`config.mk`:
```
export PLATFORM = sky130hd
export DESIGN_NAME = centroid_moments
export DESIGN_NICKNAME = d
export VERILOG_FILES = /design/src/rtl/centroid_pkg.sv /design/src/rtl/centroid_edge_det.sv /design/src/rtl/centroid_moments.sv
export SDC_FILE = /design/constraint.sdc
export NUM_CORES = 1
export LEC_CHECK = 0
export CORE_MARGIN = 2
export CORE_UTILIZATION = 58
export CTS_CLUSTER_DIAMETER = 80
export CTS_CLUSTER_SIZE = 40
export DETAILED_ROUTE_END_ITERATION = 8
export PLACE_DENSITY = 0.9
export SYNTH_ARGS = -nofsm -noshare
export SYNTH_HDL_FRONTEND = slang
export SYNTH_SLANG_ARGS = --single-unit
```
`constraint.sdc`:
```
create_clock -name clk -period 3.4 [get_ports clk]
set_input_delay 0.34 -clock clk [delete_from_list [all_inputs] [get_ports clk]]
set_output_delay 0.34 -clock clk [all_outputs]
set_load 0.005 [all_outputs]
```
`src/rtl/centroid_pkg.sv`:
```
// Shared defaults and FSM encoding for the centroid moments stage.
// Width defaults match a 1280x720 frame; override per instance for other geometries.
package centroid_pkg;

    localparam int DEF_IMG_W = 1280;
    localparam int DEF_IMG_H = 720;
    localparam int DEF_XW    = 11;
    localparam int DEF_YW    = 10;
    localparam int DEF_M00W  = 20;
    localparam int DEF_M10W  = 31;
    localparam int DEF_M01W  = 30;

    typedef enum logic [1:0] {
        IDLE   = 2'd0,
        ACTIVE = 2'd1,
        FLUSH  = 2'd2
    } state_t;

endpackage

```
`src/rtl/centroid_edge_det.sv`:
```
// Registered edge detector: pulse is high while sig differs from last cycle's value in the chosen direction.
// Latency: combinational pulse off the live input, one register of history.
// Backpressure: none, free-running.
module centroid_edge_det #(
    parameter bit RISING = 1'b1
) (
    input  logic clk,
    input  logic rst_n,
    input  logic sig,
    output logic pulse
);

    logic dly_q, dly_d;

    always_comb begin
        dly_d = sig;
    end

    always_ff @(posedge clk or negedge rst_n) begin
        if (!rst_n) begin
            dly_q <= 1'b0;
        end else begin
            dly_q <= dly_d;
        end
    end

    assign pulse = RISING ? (sig & ~dly_q) : (dly_q & ~sig);

endmodule

```
`src/rtl/centroid_moments.sv`:
```
// Per-frame image moments (m00, m10, m01) of a binarised pixel stream; optional bbox under CENTROID_BBOX_EN.
// Latency: frame_valid rises 2 cycles after the vsync rising edge reaches the input.
// Backpressure: none; streaming input, results held until the next frame_valid.
module centroid_moments
    import centroid_pkg::*;
#(
    parameter int IMG_W = DEF_IMG_W,
    parameter int IMG_H = DEF_IMG_H,
    parameter int XW    = DEF_XW,
    parameter int YW    = DEF_YW,
    parameter int M00W  = DEF_M00W,
    parameter int M10W  = DEF_M10W,
    parameter int M01W  = DEF_M01W
) (
    input  logic            clk,
    input  logic            rst_n,
    input  logic            de,
    input  logic            vsync,
    input  logic            mask,
    output logic [M00W-1:0] m00,
    output logic [M10W-1:0] m10,
    output logic [M01W-1:0] m01,
    output logic            frame_valid,
    output logic            geom_err
`ifdef CENTROID_BBOX_EN
    ,
    output logic [XW-1:0]   bb_xmin,
    output logic [XW-1:0]   bb_xmax,
    output logic [YW-1:0]   bb_ymin,
    output logic [YW-1:0]   bb_ymax
`endif
);

    // x needs one extra bit so it can sit at IMG_W when a line runs long.
    localparam logic [XW:0]   X_END  = (XW+1)'(IMG_W);
    localparam logic [YW-1:0] Y_LAST = YW'(IMG_H - 1);

    state_t          state_q, state_d;
    logic            vs_rise, line_end;
    logic            pix_take, publish, clr;
    logic [XW:0]     x_q, x_d;
    logic [XW-1:0]   x_lo;
    logic [YW-1:0]   y_q, y_d;
    logic            y_full_q, y_full_d;
    logic            err_q, err_d;
    logic [M00W-1:0] m00_acc_q, m00_acc_d, m00_q, m00_d;
    logic [M10W-1:0] m10_acc_q, m10_acc_d, m10_q, m10_d;
    logic [M01W-1:0] m01_acc_q, m01_acc_d, m01_q, m01_d;
    logic            fv_q, fv_d;
    logic            gerr_q, gerr_d;
`ifdef CENTROID_BBOX_EN
    logic [XW-1:0]   xmin_acc_q, xmin_acc_d, xmax_acc_q, xmax_acc_d;
    logic [YW-1:0]   ymin_acc_q, ymin_acc_d, ymax_acc_q, ymax_acc_d;
    logic [XW-1:0]   bb_xmin_q, bb_xmin_d, bb_xmax_q, bb_xmax_d;
    logic [YW-1:0]   bb_ymin_q, bb_ymin_d, bb_ymax_q, bb_ymax_d;
`endif

    centroid_edge_det #(.RISING(1'b1)) u_vs_det (
        .clk   (clk),
        .rst_n (rst_n),
        .sig   (vsync),
        .pulse (vs_rise)
    );

    centroid_edge_det #(.RISING(1'b0)) u_de_det (
        .clk   (clk),
        .rst_n (rst_n),
        .sig   (de),
        .pulse (line_end)
    );

    assign x_lo = x_q[XW-1:0];

    always_comb begin
        state_d   = state_q;
        x_d       = x_q;
        y_d       = y_q;
        y_full_d  = y_full_q;
        err_d     = err_q;
        m00_acc_d = m00_acc_q;
        m10_acc_d = m10_acc_q;
        m01_acc_d = m01_acc_q;
        m00_d     = m00_q;
        m10_d     = m10_q;
        m01_d     = m01_q;
        gerr_d    = gerr_q;
        fv_d      = 1'b0;
        pix_take  = 1'b0;
        publish   = 1'b0;
        clr       = 1'b0;
`ifdef CENTROID_BBOX_EN
        xmin_acc_d = xmin_acc_q;
        xmax_acc_d = xmax_acc_q;
        ymin_acc_d = ymin_acc_q;
        ymax_acc_d = ymax_acc_q;
        bb_xmin_d  = bb_xmin_q;
        bb_xmax_d  = bb_xmax_q;
        bb_ymin_d  = bb_ymin_q;
        bb_ymax_d  = bb_ymax_q;
`endif

        case (state_q)
            IDLE: begin
                if (vs_rise) begin
                    clr     = 1'b1;
                    state_d = ACTIVE;
                end
            end
            ACTIVE: begin
                if (vs_rise) begin
                    state_d = FLUSH;
                end
                if (de) begin
                    // y stays clamped on the last line; a pixel arriving after that line closed is the error.
                    if (y_full_q) begin
                        err_d = 1'b1;
                    end
                    if (x_q == X_END) begin
                        err_d = 1'b1;
                    end else begin
                        pix_take = mask;
                        x_d      = x_q + (XW+1)'(1);
                    end
                end
                if (line_end) begin
                    x_d = '0;
                    if (y_q == Y_LAST) begin
                        y_full_d = 1'b1;
                    end else begin
                        y_d = y_q + YW'(1);
                    end
                end
            end
            FLUSH: begin
                publish = 1'b1;
                clr     = 1'b1;
                state_d = ACTIVE;
            end
            default: begin
                state_d = IDLE;
            end
        endcase

        if (pix_take) begin
            m00_acc_d = m00_acc_q + M00W'(1);
            m10_acc_d = m10_acc_q + M10W'(x_lo);
            m01_acc_d = m01_acc_q + M01W'(y_q);
`ifdef CENTROID_BBOX_EN
            if (x_lo < xmin_acc_q) xmin_acc_d = x_lo;
            if (x_lo > xmax_acc_q) xmax_acc_d = x_lo;
            if (y_q < ymin_acc_q)  ymin_acc_d = y_q;
            if (y_q > ymax_acc_q)  ymax_acc_d = y_q;
`endif
        end

        if (publish) begin
            m00_d  = m00_acc_q;
            m10_d  = m10_acc_q;
            m01_d  = m01_acc_q;
            gerr_d = err_q;
            fv_d   = 1'b1;
`ifdef CENTROID_BBOX_EN
            bb_xmin_d = xmin_acc_q;
            bb_xmax_d = xmax_acc_q;
            bb_ymin_d = ymin_acc_q;
            bb_ymax_d = ymax_acc_q;
`endif
        end

        if (clr) begin
            x_d       = '0;
            y_d       = '0;
            y_full_d  = 1'b0;
            err_d     = 1'b0;
            m00_acc_d = '0;
            m10_acc_d = '0;
            m01_acc_d = '0;
`ifdef CENTROID_BBOX_EN
            xmin_acc_d = '1;
            xmax_acc_d = '0;
            ymin_acc_d = '1;
            ymax_acc_d = '0;
`endif
        end
    end

    always_ff @(posedge clk or negedge rst_n) begin
        if (!rst_n) begin
            state_q   <= IDLE;
            x_q       <= '0;
            y_q       <= '0;
            y_full_q  <= 1'b0;
            err_q     <= 1'b0;
            m00_acc_q <= '0;
            m10_acc_q <= '0;
            m01_acc_q <= '0;
            m00_q     <= '0;
            m10_q     <= '0;
            m01_q     <= '0;
            fv_q      <= 1'b0;
            gerr_q    <= 1'b0;
`ifdef CENTROID_BBOX_EN
            xmin_acc_q <= '1;
            xmax_acc_q <= '0;
            ymin_acc_q <= '1;
            ymax_acc_q <= '0;
            bb_xmin_q  <= '1;
            bb_xmax_q  <= '0;
            bb_ymin_q  <= '1;
            bb_ymax_q  <= '0;
`endif
        end else begin
            state_q   <= state_d;
            x_q       <= x_d;
            y_q       <= y_d;
            y_full_q  <= y_full_d;
            err_q     <= err_d;
            m00_acc_q <= m00_acc_d;
            m10_acc_q <= m10_acc_d;
            m01_acc_q <= m01_acc_d;
            m00_q     <= m00_d;
            m10_q     <= m10_d;
            m01_q     <= m01_d;
            fv_q      <= fv_d;
            gerr_q    <= gerr_d;
`ifdef CENTROID_BBOX_EN
            xmin_acc_q <= xmin_acc_d;
            xmax_acc_q <= xmax_acc_d;
            ymin_acc_q <= ymin_acc_d;
            ymax_acc_q <= ymax_acc_d;
            bb_xmin_q  <= bb_xmin_d;
            bb_xmax_q  <= bb_xmax_d;
            bb_ymin_q  <= bb_ymin_d;
            bb_ymax_q  <= bb_ymax_d;
`endif
        end
    end

    assign m00         = m00_q;
    assign m10         = m10_q;
    assign m01         = m01_q;
    assign frame_valid = fv_q;
    assign geom_err    = gerr_q;
`ifdef CENTROID_BBOX_EN
    assign bb_xmin = bb_xmin_q;
    assign bb_xmax = bb_xmax_q;
    assign bb_ymin = bb_ymin_q;
    assign bb_ymax = bb_ymax_q;
`endif

endmodule

```
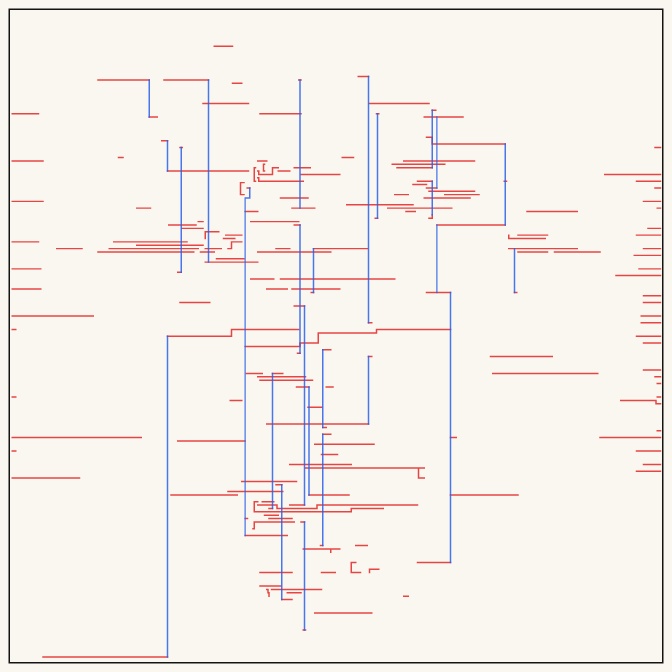
Run 1: routed metal, one colour a layer
Only two layers are drawn.
| colour | layer | wire length |
|---|---|---|
| blue | M4 | 654 µm |
| red | M3 | 1230 µm |

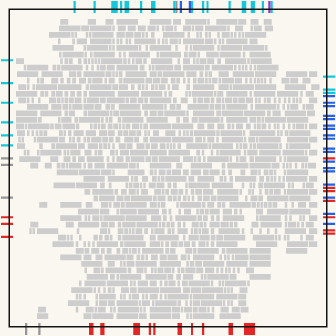
Run 1: pin map
Pins as bars across the die edge, other pins in grey.
| colour | port | pins | direction | edge |
|---|---|---|---|---|
| red | m01 | 30 | output | 20 south, 7 east, 3 west |
| blue | m00 | 20 | output | 18 east, 2 north |
| purple | frame_valid | 1 | output | north |
| cyan | m10 | 31 | output | 22 north, 6 west, 3 east |

==> run_results.csv, run 1 <==
group,metric,value,unit
run_status,status,"finished, final reports clean",
clocking,cts-root-buf,"clkbuf_16",
floorplanning,die_area,17260,µm²
cells_and_area,design_area,11140,µm²
floorplanning,core,15890,µm²
global_route,grt_pass1_wl,37690,µm
yosys,top_cells_by_count,"nand2_1, dfrtp_1, nor2_1",
sta,max_slew_margin,35.92,%
place,gp_congestion,0.8760,
yosys,ys.flops,192,
yosys,fp_nets,1041,
yosys,topCellsByArea,"dfrtp_1, nand2_1, xnor2_1",
yosys,yosysUniqueCellTypes,70,
cells_and_area,final_layout_top_logic_cells,"nand2_1, dfrtp_1, clkdlybuf4s50_1",
clocking,htreeDepth,4,
place,pre_cts_slack,0.6842,ns
setup_path,r2r-start,"x_q[1]",
setup_path,r2r_cells,7,
sta,fin_crit_sh,81.26,%
setup_path,crit_end,"m10_acc_q[25]",
clocking,cts_resized,0,
sta,worstMarginPinSlew,0.9612,ns
cells_and_area,nNetsFinal,1119,
min_path,hold_end,"u_vs_det.dly_q",
yosys,netlist_instances,1009,
min_path,worstHoldPathCells,1,
floorplanning,io_pins,88,
clocking,cts_hold_buffers,1,
yosys,synth.largest_area_cell,"dfrtp_1",
route,drtIter0Drc,777,
setup_path,regToRegSetupSlack,0.64,ns
place,placedCellCount,1283,
route,top_layer,"met4",
global_route,antenna_found_initial,0,
sta,hold_viol_final,0,
setup_path,crit_start,"x_q[1]",
setup_path,cp.required,3.73,ns
yosys,synth-edff-count,0,
yosys,yosysWarnings,0,
sta,fmax,361.9,MHz
yosys,yosys_area,9412,µm²
setup_path,max_stage_delay,0.96,ns
floorplanning,rows,46,
yosys,ys_seq_share,51.05,%
setup_path,cp_top_family,"AND-OR/OR-AND gates",
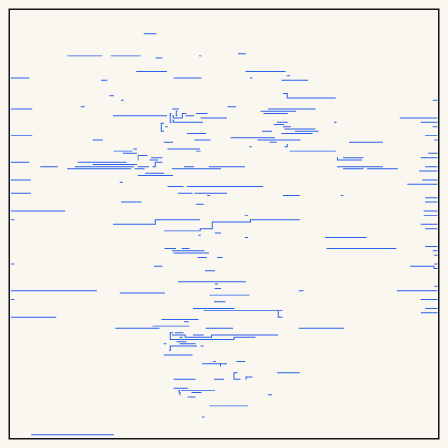
Run 1: M3 wires
share of all routed wire: 5.5%
main direction: horizontal
nets with wire on the layer: 137
wire length on this layer: 1230 µm
longest straight run: 26.0 µm
routed vias: 7742
grt met3 use: 4.167%
WL final: 22150 µm

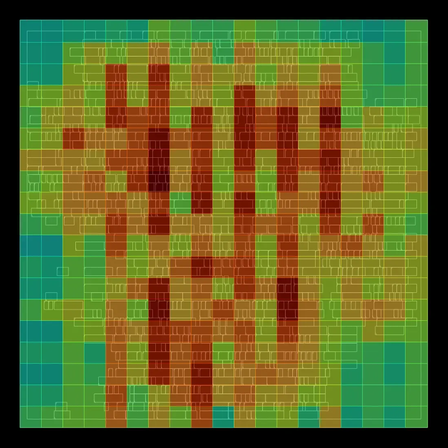
Run 1: track usage over the die
final core occ: 70.12%
most used routing layer: met2
met2 usage: 43.22%
GRT Util Overall: 26.50%
routed len/inst: 16.83 µm

-- run 1: layout make-up --
type                    instances  area share, %
multi-input cells             750          38.80
flip-flops and latches        192          43.14
clock inverters                15          1.752
well taps                     216          2.426
clock buffers                  17          3.819
inverters                      23         0.7751
repair buffers                103          9.290
-- run 1: logic make-up after synthesis --
| group | Yosys count | share of synthesized area [%] |
|---|---|---|
| simple gates | 515 | 25.25 |
| flops | 192 | 51.05 |
| compound gates | 134 | 9.864 |
| xor+xnor | 69 | 6.421 |
| buf+inv | 67 | 3.124 |
| fa+ha+maj | 27 | 3.749 |
| mux | 5 | 0.5451 |
-- run 1: power by group --
part           switching, W  internal (W)
Combinational      0.000649      0.000429
Sequential         0.000192       0.00246
Clock              0.000967       0.00113
Total               0.00181       0.00402
==> run 2, diff against run 1 <==
Clock period 3.4 ns to 2.6 ns, I/O delays scaled along.
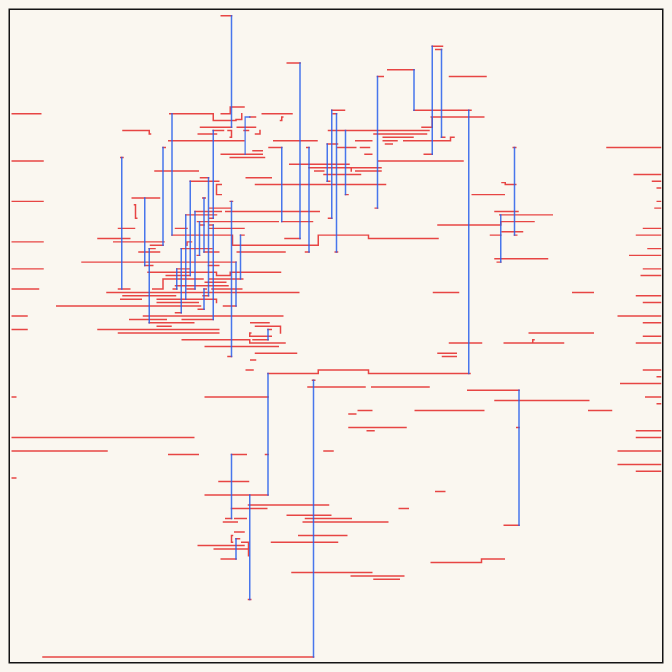
Run 2: routed metal, one colour a layer
Only two layers are drawn.
| colour | layer | wire length |
|---|---|---|
| red | M3 | 1630 µm |
| blue | M4 | 773 µm |
GRT Util Overall: 26.42%
WL final: 22660 µm
routed len/inst: 17.10 µm
routed vias: 7864

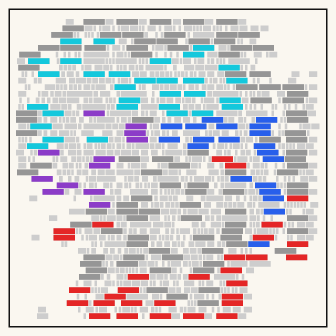
Run 2: register map, names as in the netlist
Other sequential cells in the stronger grey, the rest of the logic in the fainter grey.
| colour | netlist name | sequential cells |
|---|---|---|
| red | m01 | 30 |
| blue | m00_acc_q | 20 |
| cyan | m10_acc_q | 31 |
| purple | x_q | 12 |

==> run_results.csv, run 2 <==
group,metric,value,unit
power_and_ir_drop,power_frac_seq,44.1,%
place,gp_congestion,0.8835,
sta,fmax,390.2,MHz
min_path,hold_end,"u_vs_det.dly_q",
clocking,htreeDepth,4,
setup_path,cp.required,2.91,ns
run_status,status,"finished, final reports clean",
floorplanning,die_area,17260,µm²
yosys,ys_seq_share,51.05,%
cells_and_area,nNetsFinal,1128,
floorplanning,core,15890,µm²
cells_and_area,design_area,11280,µm²
cells_and_area,largest_class,"registers",
cells_and_area,buffers,112,
sta,max_slew_margin,54.36,%
floorplanning,tap_cells,216,
global_route,grt_use_met2,42.13,%
setup_path,r2r-start,"x_q[0]",
power_and_ir_drop,combPwrFrac,18.8,%
cells_and_area,logic_gates,750,
global_route,use_met3,5.401,%
power_and_ir_drop,power_frac_clock,37.1,%
floorplanning,rows,46,
min_path,worstHoldPathCells,1,
sta,worstMarginPinSlew,0.6750,ns
route,drtIter0Drc,905,
setup_path,r2r_cells,9,
sta,fin_crit_sh,98.57,%
clocking,cts_hold_buffers,1,
route,top_layer,"met4",
yosys,yosys_area,9412,µm²
power_and_ir_drop,pwr.group.sequential,0.00347,W
[run 2: cell types whose count changed in the layout (fill, tap and decap cells not counted), sizes merged]
cell and change:
clkinvlp +1, inv -3, bufinv +3, clkinv -2, clkbuf +1, buf +9
[run 2: kinds of logic (layout without fill, tap and decap cells)]
group	after synthesis	after routing	synth area share, %
adders and majority gates	27	27	3.749
and+or+nand+nor	515	515	25.25
muxes	5	5	0.5451
AOI/OAI and AO/OA	134	134	9.864
buffers and inverters	67	167	3.124
xor gates and xnor gates	69	69	6.421
DFF	192	192	51.05
[run 2: critical path, stage by stage (launching register included)]
cell	delay, ns
dfrtp_1	0.40
ha_1	0.28
fa_2	0.42
a21oi_2	0.20
o2111ai_2	0.23
a311oi_2	0.34
buf_6	0.20
nor3_1	0.07
xnor2_1	0.20
nor2_1	0.08
Power figures rest on the tool's default switching activity, not on a simulated workload.
